File: src/rtl/esram_pkg.sv
// Shared types and widths for the eSRAM port arbiter and its helpers.
package esram_pkg;

    localparam int ESRAM_AW = 16;
    localparam int ESRAM_DW = 8;

    typedef enum logic [2:0] {
        IDLE,
        ISSUE,
        ARM,
        WAIT,
        DONE
    } arb_state_t;

endpackage

File: src/rtl/rr_pick.sv
// Combinational round-robin selector: first requester after i_last, cyclic.
module rr_pick #(
    parameter int N  = 2,
    parameter int LW = (N > 1) ? $clog2(N) : 1
) (
    input  logic [N-1:0]  i_req,
    input  logic [LW-1:0] i_last,
    output logic [N-1:0]  o_gnt,
    output logic          o_any
);

    int   idx;
    logic found;

    always_comb begin
        o_gnt = '0;
        o_any = |i_req;
        found = 1'b0;
        idx   = 0;
        for (int k = 1; k <= N; k++) begin
            idx = int'(i_last) + k;
            if (idx >= N) idx = idx - N;
            if (!found && i_req[idx]) begin
                o_gnt[idx] = 1'b1;
                found      = 1'b1;
            end
        end
    end

endmodule

File: src/rtl/esram_arbiter.sv
// Round-robin sequencer for the shared eSRAM port, one transaction in flight.
// Optional macro ESRAM_ARB_TIMEOUT_EN adds the WAIT timeout and err output.
module esram_arbiter
    import esram_pkg::*;
#(
    parameter int NUM_REQ        = 2,
    parameter int TIMEOUT_CYCLES = 1023
) (
    input  logic                        clk,
    input  logic                        rst_n,
    input  logic [NUM_REQ-1:0]          req,
    input  logic [NUM_REQ-1:0]          we,
    input  logic [NUM_REQ*ESRAM_AW-1:0] addr,
    input  logic [NUM_REQ*ESRAM_DW-1:0] wdata,
    output logic [NUM_REQ-1:0]          gnt,
    output logic [NUM_REQ-1:0]          done,
    output logic                        err,
    output logic [ESRAM_DW-1:0]         rdata,
    output logic [ESRAM_AW-1:0]         mem_addr,
    output logic [ESRAM_DW-1:0]         mem_wdata,
    output logic                        mem_write,
    output logic                        mem_read,
    input  logic                        mem_busy,
    input  logic                        mem_valid,
    input  logic [ESRAM_DW-1:0]         mem_rdata
);

    localparam int LW = $clog2(NUM_REQ);

    arb_state_t          r_state;
    logic [NUM_REQ-1:0]  r_gnt;
    logic [NUM_REQ-1:0]  r_done;
    logic [LW-1:0]       r_last;
    logic [ESRAM_DW-1:0] r_rdata;
    logic [ESRAM_AW-1:0] r_mem_addr;
    logic [ESRAM_DW-1:0] r_mem_wdata;
    logic                r_mem_write;
    logic                r_mem_read;
    logic                r_valid_q;

    logic [NUM_REQ-1:0]  w_pick;
    logic                w_any;
    logic [LW-1:0]       w_idx;
    logic                w_we;
    logic                w_edge;

`ifdef ESRAM_ARB_TIMEOUT_EN
    localparam int CW = $clog2(TIMEOUT_CYCLES + 1);
    logic [CW-1:0] r_cnt;
    logic [CW-1:0] w_cnt_nxt;
    logic          r_err;
    assign w_cnt_nxt = r_cnt + 1'b1;
    assign err       = r_err;
`else
    logic w_unused_to;
    assign w_unused_to = ^TIMEOUT_CYCLES;
    assign err         = 1'b0;
`endif

    rr_pick #(.N(NUM_REQ), .LW(LW)) u_pick (
        .i_req  (req),
        .i_last (r_last),
        .o_gnt  (w_pick),
        .o_any  (w_any)
    );

    always_comb begin
        w_idx = '0;
        for (int i = 0; i < NUM_REQ; i++) begin
            if (w_pick[i]) w_idx = LW'(i);
        end
    end

    assign w_we   = we[w_idx];
    assign w_edge = mem_valid && !r_valid_q;

    always_ff @(posedge clk or negedge rst_n) begin
        if (!rst_n) begin
            r_state     <= IDLE;
            r_gnt       <= '0;
            r_done      <= '0;
            r_last      <= LW'(NUM_REQ - 1);
            r_rdata     <= '0;
            r_mem_addr  <= '0;
            r_mem_wdata <= '0;
            r_mem_write <= 1'b0;
            r_mem_read  <= 1'b0;
            r_valid_q   <= 1'b0;
`ifdef ESRAM_ARB_TIMEOUT_EN
            r_cnt       <= '0;
            r_err       <= 1'b0;
`endif
        end else begin
            r_valid_q   <= mem_valid;
            r_mem_write <= 1'b0;
            r_mem_read  <= 1'b0;
            r_done      <= '0;
            unique case (r_state)
                IDLE: begin
                    if (w_any && !mem_busy) begin
                        r_state     <= ISSUE;
                        r_gnt       <= w_pick;
                        r_last      <= w_idx;
                        r_mem_addr  <= addr[w_idx*ESRAM_AW +: ESRAM_AW];
                        r_mem_wdata <= wdata[w_idx*ESRAM_DW +: ESRAM_DW];
                        r_mem_write <= w_we;
                        r_mem_read  <= !w_we;
                    end
                end
                ISSUE: r_state <= ARM;
                // a valid level left over from the last access must drop first
                ARM: begin
                    if (!mem_valid) begin
                        r_state <= WAIT;
`ifdef ESRAM_ARB_TIMEOUT_EN
                        r_cnt   <= '0;
`endif
                    end
                end
                WAIT: begin
                    if (w_edge) begin
                        r_state <= DONE;
                        r_rdata <= mem_rdata;
                        r_done  <= r_gnt;
`ifdef ESRAM_ARB_TIMEOUT_EN
                    end else if (w_cnt_nxt == CW'(TIMEOUT_CYCLES)) begin
                        r_state <= DONE;
                        r_done  <= r_gnt;
                        r_err   <= 1'b1;
                    end else begin
                        r_cnt   <= w_cnt_nxt;
`endif
                    end
                end
                DONE: begin
                    r_state <= IDLE;
                    r_gnt   <= '0;
`ifdef ESRAM_ARB_TIMEOUT_EN
                    r_err   <= 1'b0;
`endif
                end
                default: r_state <= IDLE;
            endcase
        end
    end

    assign gnt       = r_gnt;
    assign done      = r_done;
    assign rdata     = r_rdata;
    assign mem_addr  = r_mem_addr;
    assign mem_wdata = r_mem_wdata;
    assign mem_write = r_mem_write;
    assign mem_read  = r_mem_read;

endmodule
File: config.mk
export PLATFORM = sky130hd
export DESIGN_NAME = esram_arbiter
export DESIGN_NICKNAME = d
export VERILOG_FILES = /design/src/rtl/esram_pkg.sv /design/src/rtl/rr_pick.sv /design/src/rtl/esram_arbiter.sv
export SDC_FILE = /design/constraint.sdc
export NUM_CORES = 1
export LEC_CHECK = 0
export ABC_AREA = 1
export CORE_MARGIN = 3
export CORE_UTILIZATION = 43
export DETAILED_ROUTE_END_ITERATION = 8
export PLACE_DENSITY = 0.85
export SLEW_MARGIN = 20
export SYNTH_ARGS = -nofsm -noshare
export SYNTH_HDL_FRONTEND = slang
export SYNTH_SLANG_ARGS = --single-unit
export TNS_END_PERCENT = 20
File: constraint.sdc
create_clock -name clk -period 2.6 [get_ports clk]
set_input_delay 0.52 -clock clk [delete_from_list [all_inputs] [get_ports clk]]
set_output_delay 0.52 -clock clk [all_outputs]
set_load 0.1 [all_outputs]
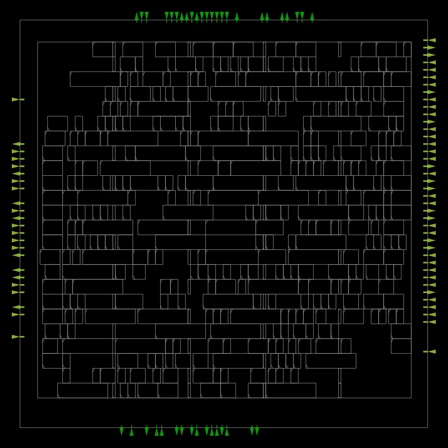
placement.png
Finished Core Util: 67.6%
FILL cells: 392
Core ar.: 0.00447 mm2

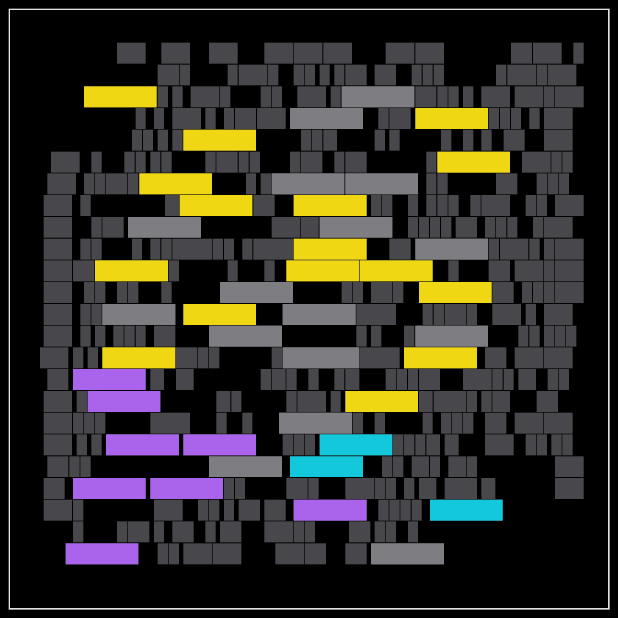
flops_by_reg.png
(8 px per um) Other sequential cells in the stronger gray, the rest of the logic in the fainter gray.
netlist name	color	placed flops
`rdata`	purple	8
`r_state`	cyan	3
`mem_addr`	yellow	16

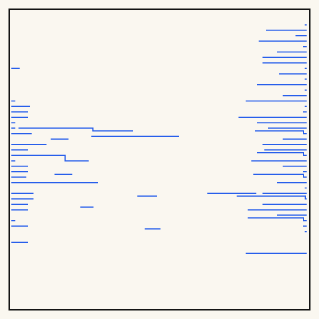
layer_met3.png
(4 px per um)
nets with wire on the layer	69
share of all routed wire	10%
main direction	horizontal
wire length on this layer	516 um
longest straight run	21.6 um
vias post-DR: 1,964
met3 Usage GRT: 5.34%
Routed WL: 5160 um

==> flow_metrics.py <==
# Generated from Yosys and OpenROAD reports
metrics = {
    "critical_path": {
        "crit_family": "buffers and inverters",
        "cp.required_ps": 2810,
        "cp_cell_sequence": "clkdlybuf4s50_1, nor2_1, nor2_2, nand2_4, inv_4, nand2_1, o21ai_0",
        "cp_num_buf_inv": 2,
        "crit_fanout": 28,
        "max_stage_delay_ps": 520,
        "crit_path_top_delay_cell": "clkdlybuf4s50_1",
    },
    "synthesis": {
        "syn-cell-area_mm2": 0.00203,
        "xor_area_share_pct": 0,
        "syn-instance-count": 276,
        "avgSynthCellArea_um2": 7.37,
        "yosysSeqAreaShare_pct": 53.0,
        "yosys_warnings": 0,
        "mux_area_share_pct": 0,
        "logic_family": "simple AND/OR/NAND/NOR gates",
        "fa_ha_area_share_pct": 0,
        "area_leaders": "dfrtp_1, nand2_1, buf_4, inv_1, nor2_1",
        "syn_nets": 340,
    },
    "timing": {
        "hold_viol": 0,
        "fin_tns_setup_ps": 0,
        "post-route-period-util_pct": 66.8,
        "min_period_ps": 1740,
        "maxSlewHeadroom_pct": 38.7,
        "rsz0062_at_grt": "no",
        "setup_viol": 0,
    },
    "global_route": {
        "grt.busiest_layer": "met2",
        "grt_pass1_vias": 1821,
        "grt_pass1_wl_um": 8100,
    },
    "drt": {
        "m1WireLength_um": 2260,
        "routed-wl-met3_um": 515,
        "met2_length_um": 2350,
        "vias_per_cell": 4.59,
        "routed.top_layer": "met4",
        "drcViolationCount": 0,
        "ant_nets": 0,
        "first_pass_iters": 6,
    },
    "worst_hold_path": {
        "hold_class": "input pin to asynchronous set/reset pin",
    },
    "status": {
        "status": "finished, final reports clean",
    },
    "floorplan": {
        "die_w_um": 74.8,
        "fp-utilization_pct": 45.4,
        "placementRows": 24,
        "fp.dieH_um": 74.8,
    },
    "clocking": {
        "path_clk_slew_ps": 80,
        "root_buffer": "clkbuf_8",
        "htree_levels": 2,
        "post_cts_buffers": 0,
        "ctsResizeCount": 0,
        "clk_latency_ps": 290,
        "postCtsHoldBufs": 0,
    },
    "finish": {
        "drive_gt1_share_pct": 15.4,
        "layout_top_cell": "nand2_1",
        "nets": 439,
    },
    "flow_run": {
        "warnings": 26,
    },
    "place": {
        "globalplace.congestion": 0.765,
    },
}
-- registers in the layout, indices dropped and copies added, names as in the netlist --
signal     cells
mem_addr      16
mem_wdata      8
rdata          8
r_state        3
done           2
gnt            2
mem_read       1
mem_write      1
r_last         1
r_valid_q      1
-- per-stage QoR --
step                worst slack, ps  hold WS [ps]  util (%)  area (um2)
floorplan                      1180           224         -        2030
global placement                572           465      65.7        2940
detailed placement              556           466      65.7        2940
CTS                             864           397      67.6        3030
global route                    698           451      67.6        3030
finish                          863           364      67.6        3030
-- synth_stat cells --
library cell and instances:
inv_2 3, inv_1 8, nand4_1 1, nand2_4 1, buf_6 2, nor2_2 1
clkinv_1 1, nand2_2 2, o21ai_0 3, conb_1 1, nand2_1 186, dfstp_2 1
o21bai_1 1, dfrtp_1 42, inv_4 1, buf_2 3, nor2_1 8, buf_4 5
nor2_4 1, and2_1 2, nand3_1 3
-- final timing paths --
check,startpoint,to,slack (ps)
max,req[1],gnt[1]$_DFFE_PN0P_,860
min,rst_n,r_state[1]$_DFFE_PN0P_,360
max reg2reg,r_state[1]$_DFFE_PN0P_,rdata[7]$_DFFE_PN0P_,1090
min reg2reg,rdata[2]$_DFFE_PN0P_,rdata[2]$_DFFE_PN0P_,480
max in group asynchronous,rst_n,done[0]$_DFF_PN0_,1660
min in group clk,rdata[2]$_DFFE_PN0P_,rdata[2]$_DFFE_PN0P_,480
-- cell type report --
type / instances / area (um2)
fill: 392 / 1450
sequential: 43 / 1080
timing repair buffer: 102 / 918
multi-input combinational: 210 / 830
clock buffer: 5 / 68.8
tap: 52 / 65.1
inverter: 13 / 51.3
clock inverter: 3 / 15.0
-- worst reg2reg max path: cells and delay by family, from the launching register on --
kind | cells | cell delay [ps]
buffers and inverters | 1 | 330
flip-flops | 1 | 430
AND/OR/NAND/NOR | 5 | 630
